### Routed metal per tile, run 1

(8 px per micron) 10 x 10 tiles, from white (low) to dark blue (high), scaled to the fullest tile. Values are wire area over tile area, all layers added.
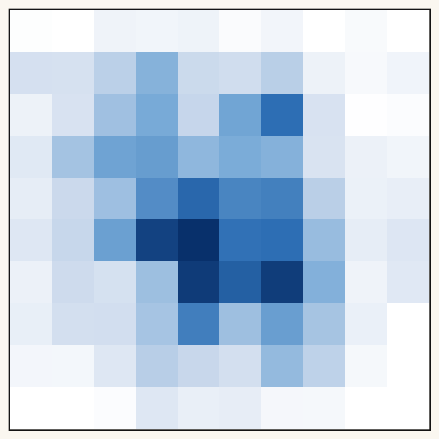
### Zoomed window, run 1

Window x 11 to 41, y 1 to 31 microns. Cells in grey, sequential cells in the stronger grey; small squares are vias.
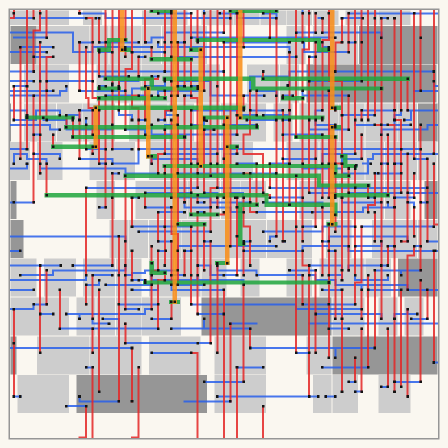
### Signal wires on met4, run 1

(10 px per micron) Supply wires on this layer in grey.
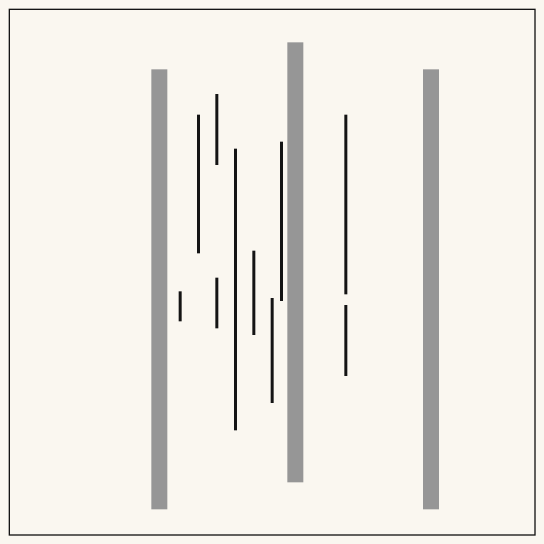
[config.mk]
export PLATFORM = sky130hd
export DESIGN_NAME = div_by_n_stream
export DESIGN_NICKNAME = d
export VERILOG_FILES = /design/src/rtl/div_by_n_stream.sv
export SDC_FILE = /design/constraint.sdc
export NUM_CORES = 1
export LEC_CHECK = 0
export CORE_UTILIZATION = 50
export DETAILED_ROUTE_END_ITERATION = 8
export GPL_TIMING_DRIVEN = 0
export PLACE_DENSITY = 0.87
export SETUP_SLACK_MARGIN = 0.5
export SYNTH_ARGS = -nofsm -noshare
export SYNTH_HDL_FRONTEND = slang
export SYNTH_SLANG_ARGS = --single-unit
[constraint.sdc]
create_clock -name clk -period 3.33 [get_ports clk]
set_clock_uncertainty 0.2 [all_clocks]
set_input_delay 0.8325 -clock clk [delete_from_list [all_inputs] [get_ports clk]]
set_output_delay 0.8325 -clock clk [all_outputs]
set_load 0.02 [all_outputs]
[src/rtl/div_by_n_stream.sv]
// Multi-channel serial divisibility checker: each channel folds one bit per valid
// beat into a running remainder modulo DIVISOR, MSB-first or LSB-first.
module div_by_n_stream #(
    parameter int DIVISOR   = 3,
    parameter int CHANNELS  = 1,
    parameter int LSB_FIRST = 0,
    parameter int CNT_W     = 16,
    localparam int REM_W    = $clog2(DIVISOR)
) (
    input  logic                      clk,
    input  logic                      reset,
    input  logic [CHANNELS-1:0]       valid_i,
    input  logic [CHANNELS-1:0]       start_i,
    input  logic [CHANNELS-1:0]       x_i,
    output logic [CHANNELS-1:0]       valid_o,
    output logic [CHANNELS-1:0]       div_o,
    output logic [CHANNELS*REM_W-1:0] rem_o,
    output logic [CHANNELS*CNT_W-1:0] len_o,
    output logic [CHANNELS-1:0]       len_sat_o
);

    localparam logic [REM_W:0]   DIV_C   = (REM_W + 1)'(DIVISOR);
    localparam logic [CNT_W-1:0] LEN_MAX = '1;

    for (genvar c = 0; c < CHANNELS; c++) begin : g_ch
        logic [REM_W-1:0] rem_q, rem_d, w_q, w_d;
        logic [REM_W-1:0] rem_base, w_base;
        logic [REM_W:0]   sum, w_dbl;
        logic [CNT_W-1:0] len_q, len_d;
        logic             sat_q, sat_d, div_q, valid_q;

        // A start bit is folded in against the empty number (rem=0, w=1), so the
        // restart case shares the normal compare-subtract datapath.
        always_comb begin
            rem_base = start_i[c] ? '0 : rem_q;
            w_base   = start_i[c] ? REM_W'(1) : w_q;
            if (LSB_FIRST != 0) begin
                sum = {1'b0, rem_base} + (x_i[c] ? {1'b0, w_base} : '0);
            end else begin
                sum = {rem_base, x_i[c]};
            end
            w_dbl = {w_base, 1'b0};

            rem_d = rem_q;
            w_d   = w_q;
            len_d = len_q;
            sat_d = sat_q;
            if (valid_i[c]) begin
                rem_d = (sum >= DIV_C) ? REM_W'(sum - DIV_C) : sum[REM_W-1:0];
                w_d   = (w_dbl >= DIV_C) ? REM_W'(w_dbl - DIV_C) : w_dbl[REM_W-1:0];
                if (start_i[c]) begin
                    len_d = CNT_W'(1);
                    sat_d = 1'b0;
                end else if (len_q == LEN_MAX) begin
                    sat_d = 1'b1;
                end else begin
                    len_d = len_q + CNT_W'(1);
                end
            end
        end

        always_ff @(posedge clk or posedge reset) begin
            if (reset) begin
                rem_q   <= '0;
                w_q     <= REM_W'(1);
                len_q   <= '0;
                sat_q   <= 1'b0;
                div_q   <= 1'b1;
                valid_q <= 1'b0;
            end else begin
                rem_q   <= rem_d;
                w_q     <= w_d;
                len_q   <= len_d;
                sat_q   <= sat_d;
                div_q   <= (rem_d == '0);
                valid_q <= valid_i[c];
            end
        end

        assign rem_o[c*REM_W +: REM_W] = rem_q;
        assign len_o[c*CNT_W +: CNT_W] = len_q;
        assign len_sat_o[c]            = sat_q;
        assign div_o[c]                = div_q;
        assign valid_o[c]              = valid_q;
    end

endmodule
==> reports/results.ini, run 1 <==
[die]
die_x_microns = 52.4
die_area_sq_um = 2750
ioPinCount = 26
die_y_microns = 52.4
rows = 17
fp_util_pct = 55.3

[grt]
grt_util_met2_pct = 47.0
gr-max-usage-layer = met2
grt_remaining_overflow = 0
grt_pass1_wl_mm = 5.66
use_met1_pct = 35.4
grt.met3_usage_pct = 3.77
grt_max_degree = 22
grt_use_total_pct = 28.1

[detailed_routing]
wl_per_cell_microns = 17.0
wl_met3_microns = 308
drt_iter0_drc = 78
wl_met1_mm = 1.38
ant_nets = 0
viasPerCell = 6.65
route.top_layer_used = met4

[setup_path]
crit_end = rem_o[0]
r2r_end = len_o[0]
cp-end-kind = flip-flop
arrival_ps = 2770
r2r_cells = 5
slowest_stage = clkdlybuf4s50_1
cp_top_family = buffers and inverters
crit_chain = clkdlybuf4s50_1, clkbuf_2, clkbuf_4, nor2b_1, ha_1, o21bai_1, a211oi_1, a21o_1
r2r-start = len_o[0]
path_buffers = 3
cp.depth = 8

[clock_tree]
insertion_delay_ps = 320
cts_resized = 2
hold_buffers = 0
cts_tree = built
cts.sinks = 21
htreeDepth = 1
root_buffer = clkbuf_4
postCtsSetupBuffers = 0
path_clk_slew_ps = 120
cts_buffers = 3

[power_and_ir_drop]
switchingPower_mw = 0.220
p_per_area_nw_per_um2 = 403
power_mw = 0.639
seq_power_mw = 0.320
worst_ir_drop_vdd_uv = 283
p_clk_share_pct = 20.0
pg_comb_mw = 0.192
p_sw_share_pct = 34.4
power_frac_seq_pct = 50.0
power_leader = sequential cells
powerClk_mw = 0.128

[yosys]
fp_nets = 150
synth_top_cell_by_count = dfrtp_1
synth_flops = 21
yosys_area_sq_um = 1270
area_leaders = dfrtp_1 39%, inv_1 4.1%, a221oi_1 4.1%, a21oi_1 3.9%, o21ai_0 3.5%
async_flop_share_pct = 100
flop_cell = dfrtp_1
synthTopLogicFamily = AND-OR/OR-AND gates
largest_area_cell = dfrtp_1
synthAdderAreaFrac_pct = 1.97
ys_sh_xor_pct = 0
syn_avg_cell_area_sq_um = 8.89
ys_cells = 143
synth.distinct_cells = 42
yosysTopAreaCellShare_pct = 39.4

[placement]
dp.cells = 196
preCtsSetupSlack_ps = -54.5
hpwl_mm = 2.46
gp_congestion = 0.928
place_area_sq_um = 1560

[worst_hold_path]
worstHoldStart = len_o[1]
hold_end = len_o[1]

[final_layout]
logic_gate_count = 99
largest_cell_class = combinational gates
logic_area_sq_um = 648
antennaDiodeCount = 0
finalInstanceArea_sq_um = 1590
area_growth_syn_to_layout_pct = 24.9
layout_top_cell = clkdlybuf4s50_1
seq_share_pct = 33.2
drive_gt1_share_pct = 8.72
comb_share_pct = 40.8
largest_reg_flops = 16
final_cell_count_no_fill = 200
buffer_area_share_pct = 18.6
ff_count = 21
clkCellAreaFrac_pct = 1.65

[job]
max-cap-violations = 0
warning_count = 26

[timing]
maxSlewHeadroom_pct = 46.3
hold_viol = 0
setup_ws_ps = 625
slew_viol_final = 0
period_used_pct = 81.2
finalSetupTns_ps = 0
fmax_ghz = 0.370
tightest_slew_ps = 804

[run_status]
outcome = completed

## Picture notes: 'Routed metal per tile'
fullest tile: 0.78
emptiest ninth of the die: north-east
mean over tiles: 0.21
densest ninth of the die: centre

## Picture notes: 'Zoomed window'
legend:
  met1:
    colour: blue
  met2:
    colour: red
  met3:
    colour: green
  met4:
    colour: orange
netlist names of flops here include: len_o (5)
cells with their middle in the window: 86
sequential cells in the window: 5
most frequent: inv_1 (7), clkdlybuf4s50_1 (7)

## Picture notes: 'Signal wires on met4'
longest straight run: 27.9 microns
wire length on this layer: 114 microns
Post-Route WL: 3.41 mm
routed via count: 1329

### Routing congestion, run 1

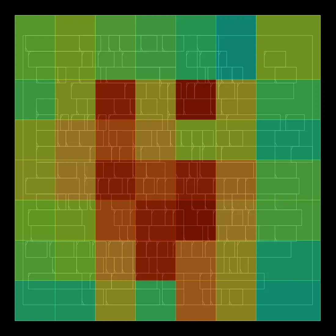

==> run 2: changes to the inputs <==
==> constraint.sdc (replaced) <==
create_clock -name clk -period 2.5 [get_ports clk]
set_clock_uncertainty 0.2 [all_clocks]
set_input_delay 0.625 -clock clk [delete_from_list [all_inputs] [get_ports clk]]
set_output_delay 0.625 -clock clk [all_outputs]
set_load 0.02 [all_outputs]
### Routing congestion, run 2

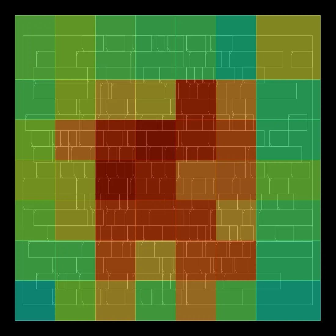
met1 usage: 36.6%
All-Layer GR Usage: 28.4%
met2 Use GR: 47.7%

### Clock wires, drivers and flops, run 2

(8 px per micron)
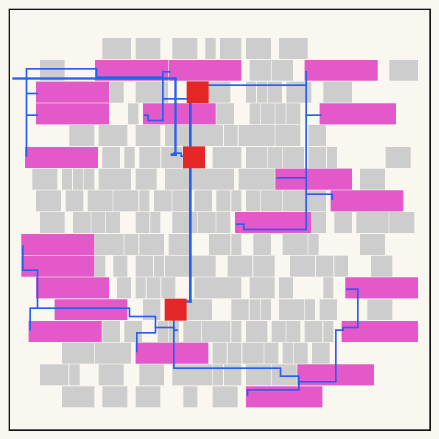
legend:
  clock wires:
    colour: blue
    length: 252 microns
  flip-flops:
    colour: magenta
    count: 21
  cells driving clock nets:
    colour: red
    count: 3
flops lie: widely spread
routed clock nets: 4
clk ins delay skew pair: 310 ps
Clk. pwr: 0.168 mW

==> run 2 against run 1 <==
Cell count increased by 3.0%. Design area is 5.9% higher. Die size unchanged. Setup slack got worse by 100 ps. Clock-buffer cell count unchanged. Core utilization up 4.1 points. Synthesized area is the same. First-iteration DRC count increased by 47%. Via count grew 2.0%.
==> reports/results.ini, run 2 <==
[grt]
grt_remaining_overflow = 0
grt.met3_usage_pct = 4.06
grt_max_degree = 22
grt_pass1_wl_mm = 5.66
antenna_found_initial = 0
gr-max-usage-layer = met2

[final_layout]
logic_area_sq_um = 696
layout_top_cell = dlygate4sd2_1
finalInstanceArea_sq_um = 1680
fin_util_pct = 73.2
logic_gate_count = 99
area_growth_syn_to_layout_pct = 32.3
comb_share_pct = 41.4
final_cell_count_no_fill = 206
ff_count = 21
buffer_area_share_pct = 19.6
drive_gt1_share_pct = 20.2
clkCellAreaFrac_pct = 1.56
largest_cell_class = combinational gates
seq_share_pct = 31.7
largest_reg_flops = 16
antennaDiodeCount = 0

[clock_tree]
hold_buffers = 0
cts.sinks = 21
path_clk_slew_ps = 110
cts_buffers = 3
htreeDepth = 1
cts_resized = 38
cts_tree = built
postCtsSetupBuffers = 1
root_buffer = clkbuf_4

[power_and_ir_drop]
power_frac_seq_pct = 50.1
power_leader = sequential cells
power_mw = 0.843
seq_power_mw = 0.422
power_leakage_nw = 0.771
pg_comb_mw = 0.253
p_per_area_nw_per_um2 = 501
p_clk_share_pct = 19.9
worst_ir_drop_vdd_uv = 438
switchingPower_mw = 0.294
p_sw_share_pct = 34.9

[yosys]
flop_cell = dfrtp_1
ys_sh_xor_pct = 0
synthTopLogicFamily = AND-OR/OR-AND gates
largest_area_cell = dfrtp_1
synthAdderAreaFrac_pct = 1.97
yosysTopAreaCellShare_pct = 39.4
synth_flops = 21
area_leaders = dfrtp_1 39%, inv_1 4.1%, a221oi_1 4.1%, a21oi_1 3.9%, o21ai_0 3.5%
synth.distinct_cells = 42
syn_avg_cell_area_sq_um = 8.89
async_flop_share_pct = 100
ys_cells = 143
edf_count = 0
fp_nets = 150
yosys_area_sq_um = 1270
synth_top_cell_by_count = dfrtp_1
synth.cellmix.compoundShare_pct = 25.4

[timing]
hold_viol = 0
fin_crit_ps = 1980
slew_viol_final = 0
setup_ws_ps = 525
tightest_slew_ps = 783
setup_viol = 0
fmax_ghz = 0.506
maxSlewHeadroom_pct = 47.7
finalSetupTns_ps = 0
period_used_pct = 79.0

[setup_path]
r2r_cells = 5
crit_required_ps = 2500
arrival_ps = 1980
path_buffers = 3
crit_end = len_o[0]
cp-end-kind = flip-flop
cp.depth = 5
cp_top_family = buffers and inverters
crit_chain = clkdlybuf4s50_1, buf_6, clkinv_4, a211o_4, mux2_2
slowest_stage = clkdlybuf4s50_1
r2r-start = len_o[9]
r2r_end = len_o[0]

[detailed_routing]
dr_total_vias = 1355
drt-total-wl_mm = 3.50
drt_iter0_drc = 115
wl_per_cell_microns = 17.0
wl_met3_microns = 298
firstDrtPassIters = 4
ant_nets = 0
route.top_layer_used = met4
viasPerCell = 6.58
wl_met1_mm = 1.46

[placement]
place_area_sq_um = 1560
preCtsSetupSlack_ps = -302
dp.cells = 196
hpwl_mm = 2.27
gp_congestion = 0.891

[die]
die_y_microns = 52.4
n_tap_cell = 28
die_x_microns = 52.4
ioPinCount = 26
rows = 17
core_sq_um = 2300
die_area_sq_um = 2750
fp_util_pct = 55.3

[job]
max-cap-violations = 0
warning_count = 27

[worst_hold_path]
worstHoldStart = len_o[1]
hold_end = len_o[1]

[run_status]
outcome = completed

### Selected gate families, run 2

(12 px per micron)
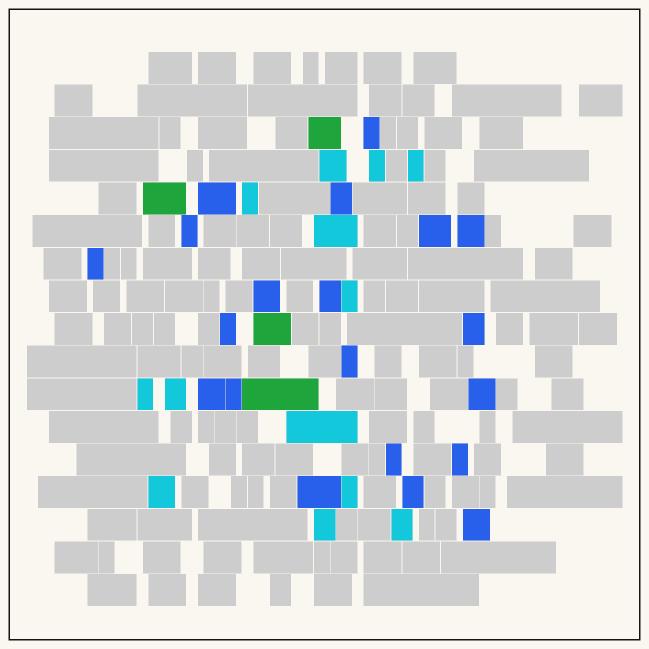
legend:
  NOR gates:
    colour: cyan
    cells: 13
  AND-OR and OR-AND gates:
    colour: green
    cells: 4
  NAND gates:
    colour: blue
    cells: 20

==> run 3: changes to the inputs <==
==> constraint.sdc (replaced) <==
create_clock -name clk -period 1.9 [get_ports clk]
set_clock_uncertainty 0.2 [all_clocks]
set_input_delay 0.475 -clock clk [delete_from_list [all_inputs] [get_ports clk]]
set_output_delay 0.475 -clock clk [all_outputs]
set_load 0.02 [all_outputs]
==> run 3 against run 2 <==
The flow now stops in clock tree synthesis. Synthesized cell count stayed put. Synthesized area unchanged.
==> reports/results.ini, run 3 <==
[yosys]
synth-simple-area-share_pct = 21.1
fp_nets = 150
yosys_area_sq_um = 1270
flop_cell = dfrtp_1
yosysTopAreaCellShare_pct = 39.4
top_cells_by_count = 20 x dfrtp_1, 14 x inv_1, 10 x a21oi_1
yosysWarnings = 0
edf_count = 0
synth_seq_share_pct = 41.4
synth_flops = 21
ys_sh_xor_pct = 0
synth_top_cell_by_count = dfrtp_1
synthAdderAreaFrac_pct = 1.97
syn_area_sq_um = 1270
ys_sh_mux_pct = 2.56
synth.distinct_cells = 42
async_flop_share_pct = 100
syn_avg_cell_area_sq_um = 8.89
synth.cellmix.compoundShare_pct = 25.4
area_leaders = dfrtp_1 39%, inv_1 4.1%, a221oi_1 4.1%, a21oi_1 3.9%, o21ai_0 3.5%
synthTopLogicFamily = AND-OR/OR-AND gates
largest_area_cell = dfrtp_1
syn_inst = 143
ys_cells = 143

[die]
die_y_microns = 52.4
die_x_microns = 52.4
ioPinCount = 26
fp_util_pct = 55.3
rows = 17

[clock_tree]
cts.sinks = 21
cts_buffers = 3
htreeDepth = 1
clockBufferDepth = 2
root_buffer = clkbuf_4
hold_buffers = 0
postCtsSetupBuffers = 45
cts_resized = 183

[placement]
hpwl_mm = 2.51
portBuffers = 25
dp.cells = 196
preCtsSetupSlack_ps = -640
place_area_sq_um = 1630
gp_congestion = 0.924

[run_status]
stop_error = [ERROR DPL-0033] detailed placement checks failed during check placement.
outcome = aborted with a tool error
stop_stage = clock tree synthesis

==> run 4: changes to the inputs <==
==> config.mk (replaced) <==
export PLATFORM = sky130hd
export DESIGN_NAME = div_by_n_stream
export DESIGN_NICKNAME = d
export VERILOG_FILES = /design/src/rtl/div_by_n_stream.sv
export SDC_FILE = /design/constraint.sdc
export NUM_CORES = 1
export LEC_CHECK = 0
export CORE_UTILIZATION = 35
export DETAILED_ROUTE_END_ITERATION = 8
export GPL_TIMING_DRIVEN = 0
export PLACE_DENSITY_LB_ADDON = 0.15
export SYNTH_ARGS = -nofsm -noshare
export SYNTH_HDL_FRONTEND = slang
export SYNTH_SLANG_ARGS = --single-unit
### Clock wires, drivers and flops, run 4

(6 px per micron)
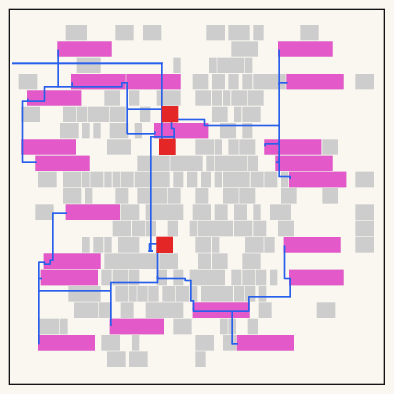
legend:
  clock wires:
    colour: blue
    length: 286 microns
  cells driving clock nets:
    colour: red
    count: 3
  flip-flops:
    colour: magenta
    count: 21
flops lie: widely spread
routed clock nets: 4

### Zoomed window, run 4

Window x 16 to 46, y 4 to 34 microns. Cells in grey, sequential cells in the stronger grey; small squares are vias.
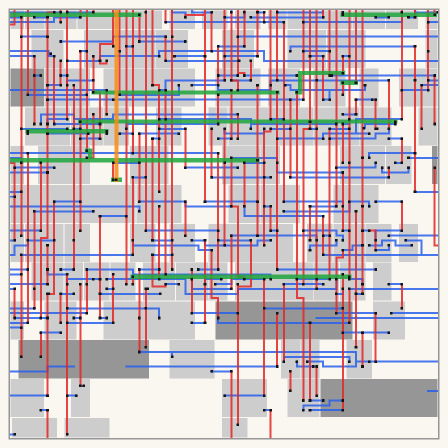
legend:
  met3:
    colour: green
  met1:
    colour: blue
  met2:
    colour: red
  met4:
    colour: orange
most frequent: and3_1 (7), buf_4 (6)
cells with their middle in the window: 72
sequential cells in the window: 3
netlist names of flops here include: len_o (3)

==> run 4 against run 3 <==
The run now ends clean. Synthesized cell count stayed put. Synthesized area stayed put.
==> reports/results.ini, run 4 <==
[power_and_ir_drop]
powerClk_mw = 0.229
power_leader = sequential cells
power_frac_seq_pct = 49.1
p_sw_share_pct = 35.7
p_clk_share_pct = 20.0
pg_comb_mw = 0.353
power_leakage_nw = 0.809
p_per_area_nw_per_um2 = 643
power_mw = 1.15
worst_ir_drop_vdd_uv = 312

[final_layout]
final_cell_count_no_fill = 227
layout_top_cell = dlygate4sd2_1
logic_area_sq_um = 741
largest_cell_class = combinational gates
comb_share_pct = 41.6
antennaDiodeCount = 0
area_growth_syn_to_layout_pct = 40.1
finalInstanceArea_sq_um = 1780

[worst_hold_path]
hold_end = len_sat_o

[clock_tree]
root_buffer = clkbuf_4
clockBufferDepth = 2
hold_buffers = 0
htreeDepth = 1
cts_resized = 39
cts_tree = built
cts_buffers = 3
insertion_delay_ps = 310
path_clk_slew_ps = 130

[setup_path]
cp_top_family = simple AND/OR/NAND/NOR gates
crit_chain = and4_1, and4_4, a211o_4, mux2_4
path_buffers = 0
crit_required_ps = 1910
cp-end-kind = flip-flop
crit_end = len_o[0]
r2r_cells = 4
slowest_stage = dfrtp_1
r2r_end = len_o[0]
arrival_ps = 1890
cp.depth = 4

[detailed_routing]
ant_nets = 0
wl_met3_microns = 176
drt_iter0_drc = 75
wl_met1_mm = 1.65
route.top_layer_used = met4
firstDrtPassIters = 4
viasPerCell = 5.71

[placement]
portBuffers = 25
preCtsSetupSlack_ps = -794
gp_congestion = 0.878
dp.cells = 214
place_area_sq_um = 1590
hpwl_mm = 2.32

[yosys]
yosysTopAreaCellShare_pct = 39.4
synth_seq_share_pct = 41.4
yosysWarnings = 0
synth-simple-area-share_pct = 21.1
yosys_area_sq_um = 1270
synth.cellmix.compoundShare_pct = 25.4
flop_cell = dfrtp_1
synth.distinct_cells = 42
largest_area_cell = dfrtp_1
synthTopLogicFamily = AND-OR/OR-AND gates
synthAdderAreaFrac_pct = 1.97
ys_sh_mux_pct = 2.56
top_cells_by_count = 20 x dfrtp_1, 14 x inv_1, 10 x a21oi_1
synth_top_cell_by_count = dfrtp_1

[die]
die_x_microns = 62.3
core_sq_um = 3420
n_tap_cell = 46
fp_util_pct = 37.2
rows = 21
die_y_microns = 62.3
ioPinCount = 26

[run_status]
outcome = completed

[grt]
gr-max-usage-layer = met2
grt_max_degree = 22
antenna_found_initial = 0
grt_pass1_wl_mm = 5.88

[timing]
tightest_slew_ps = 802
finalSetupTns_ps = 0
setup_viol = 0
period_used_pct = 98.9
fin_crit_ps = 1880

[job]
warning_count = 28
max-cap-violations = 0

### Routing congestion, run 4

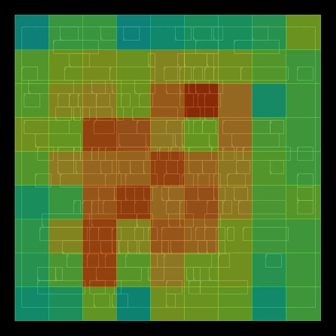
All-Layer GR Usage: 18.8%
met1 usage: 26.5%
met2 Use GR: 30.6%
DR WL/cell: 15.9 microns

Power figures rest on the tool's default switching activity, not on a simulated workload.
